Design core_memory_stage, sky130hd; sources not shown.
Figure 1. M1 wires (run 1).
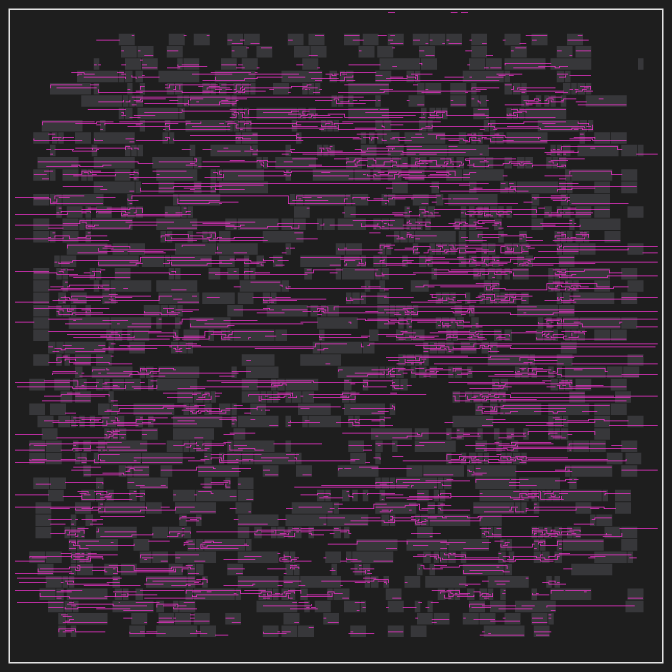
The longest straight run is 76.4 um. The layer carries 9,770 um of wire.
routed via count: 6,195
met1 usage: 28.9%
final wirelength: 21.5 mm

Figure 2. The metal 2 layer (run 1).
Bar = 50 um.
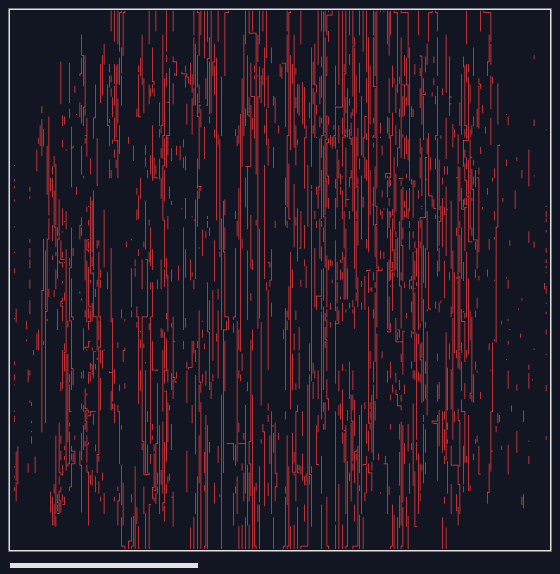
The layer holds 47% of the routed length. The longest straight run is 63.2 um.
met2 Usage GRT: 32.9%

Figure 3. The metal 3 layer (run 1).
Bar = 50 um.
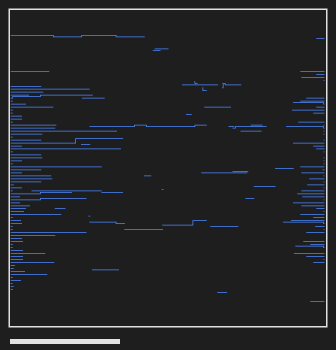
The layer holds 7.3% of the routed length. 146 nets have wire on it. The wires run mostly horizontal. The layer carries 1,580 um of wire. The longest straight run is 49.9 um.
GR Layer Usage met3: 7.02%

==> run notes, run 1 <==
run metrics: pwr dens around 1200 nW/um^2, Tot Pwr between 10 and 15 mW, Crit. End Element output pin, clk slew on worst S/H paths 60 ps, Final Setup Violations 0, critical setup path kind reg -> out, Vias/cell 4.79, fp_density a little over a third, DRC viols 0, synthesized area per cell 7.47 um^2, Late-Pin Clk Latency 420 ps, NumNets Final 1,164, cells on worst reg2reg path 10, placed inst area 8790 um^2, tool warnings 26, fill cell count 1,699, flop share of the area 32.1%, Synth Seq Share 46.9%, Final Worst Setup Slack 129 ps, Die Area 20,700 um^2, Comb area roughly 2800 um^2, first-pass GRT wire length 33.9 mm, Signal inverters 45, Crit path largest cell delay 520 ps, I/O pin count between 200 and 250, Slew HR 43.4%, Reg area 3030 um^2, run status completed, Post-Synth Adder-Cell Area 0%, Main logic family simple AND/OR/NAND/NOR gates, Critical Path Stages 2, Combinational Power Share 40.8%, Final clock-cell share 6.68%, worst path cell trace a21oi_1 > clkdlybuf4s50_1, dominant class by area registers, slowest CP cell clkdlybuf4s50_1
Figure 4. Clock nets (run 1).
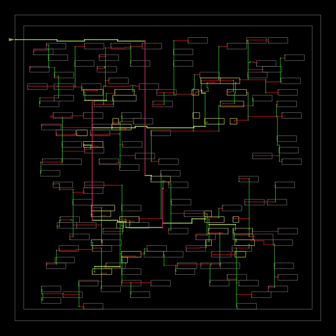

--- run 2 (diff from run 1) ---
--- a/config.mk
+++ b/config.mk
@@ -5,7 +5,7 @@
 export SDC_FILE = /design/constraint.sdc
 export NUM_CORES = 1
 export LEC_CHECK = 0
-export ABC_AREA = 1
+export ABC_AREA = 0
 export CORE_MARGIN = 4
 export CORE_UTILIZATION = 35
 export DETAILED_ROUTE_END_ITERATION = 10
Figure 5. Clock nets (run 2).
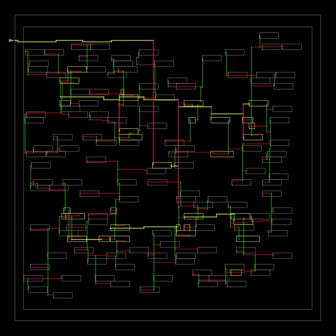
TritonCTS Buffers: 17
clk sinks: 121

Figure 6. The metal 3 layer (run 2).
Bar = 50 um.
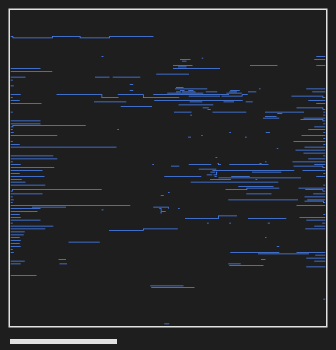
The layer carries 2,000 um of wire. The wires run mostly horizontal. The longest straight run is 55.4 um. 175 nets have wire on it.
final wirelength: 24.2 mm
routed via count: 6,334

==> run notes, run 2 <==
run metrics: cells on worst reg2reg path 6 (-4), met2 Usage GRT 34.8% (+1.9 points), run status completed, fp_density 35.9% (+0.20 points), critical setup path kind reg -> reg, Tot Pwr 12.0 mW (+3.7%), flop share of the area 30.2% (-1.9 points), tool warnings 26 (unchanged), Crit. End Element flop, Reg area 3030 um^2 (about the same), placed inst area 9380 um^2 (+6.6%), Critical Path Stages 6 (+4), synthesized area per cell 10.1 um^2 (+35%), Slew HR 63.3% (+20 points), Vias/cell 5.43 (+13%), Late-Pin Clk Latency 410 ps (about the same), worst path cell trace mux4_2 > a21o_1 > buf_4 > buf_12 > a211oi_1 > o31ai_1, Die Area 21,700 um^2 (+4.8%), Final Setup Violations 0 (unchanged), Final Worst Setup Slack 54.3 ps (-75.2 ps), Signal inverters 26 (-42%), GR Layer Usage met3 6.91% (-0.11 points), Post-Synth Adder-Cell Area 0% (unchanged), Combinational Power Share 42.2% (+1.4 points), Crit path largest cell delay 540 ps (+20 ps), DRC viols 0 (unchanged)
Figure 7. M1 wires (run 2).
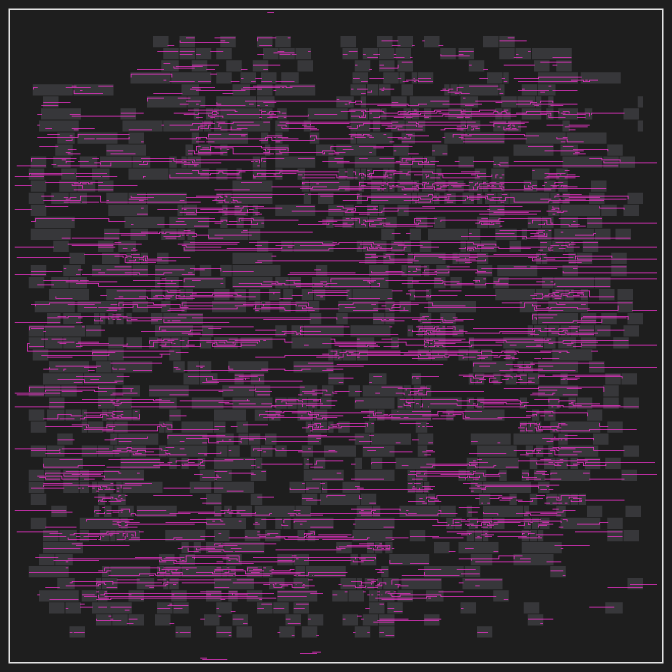
The layer holds 41% of the routed length. 887 nets have wire on it.
met1 usage: 28.3%

Power is estimated from default activity; no workload was simulated.
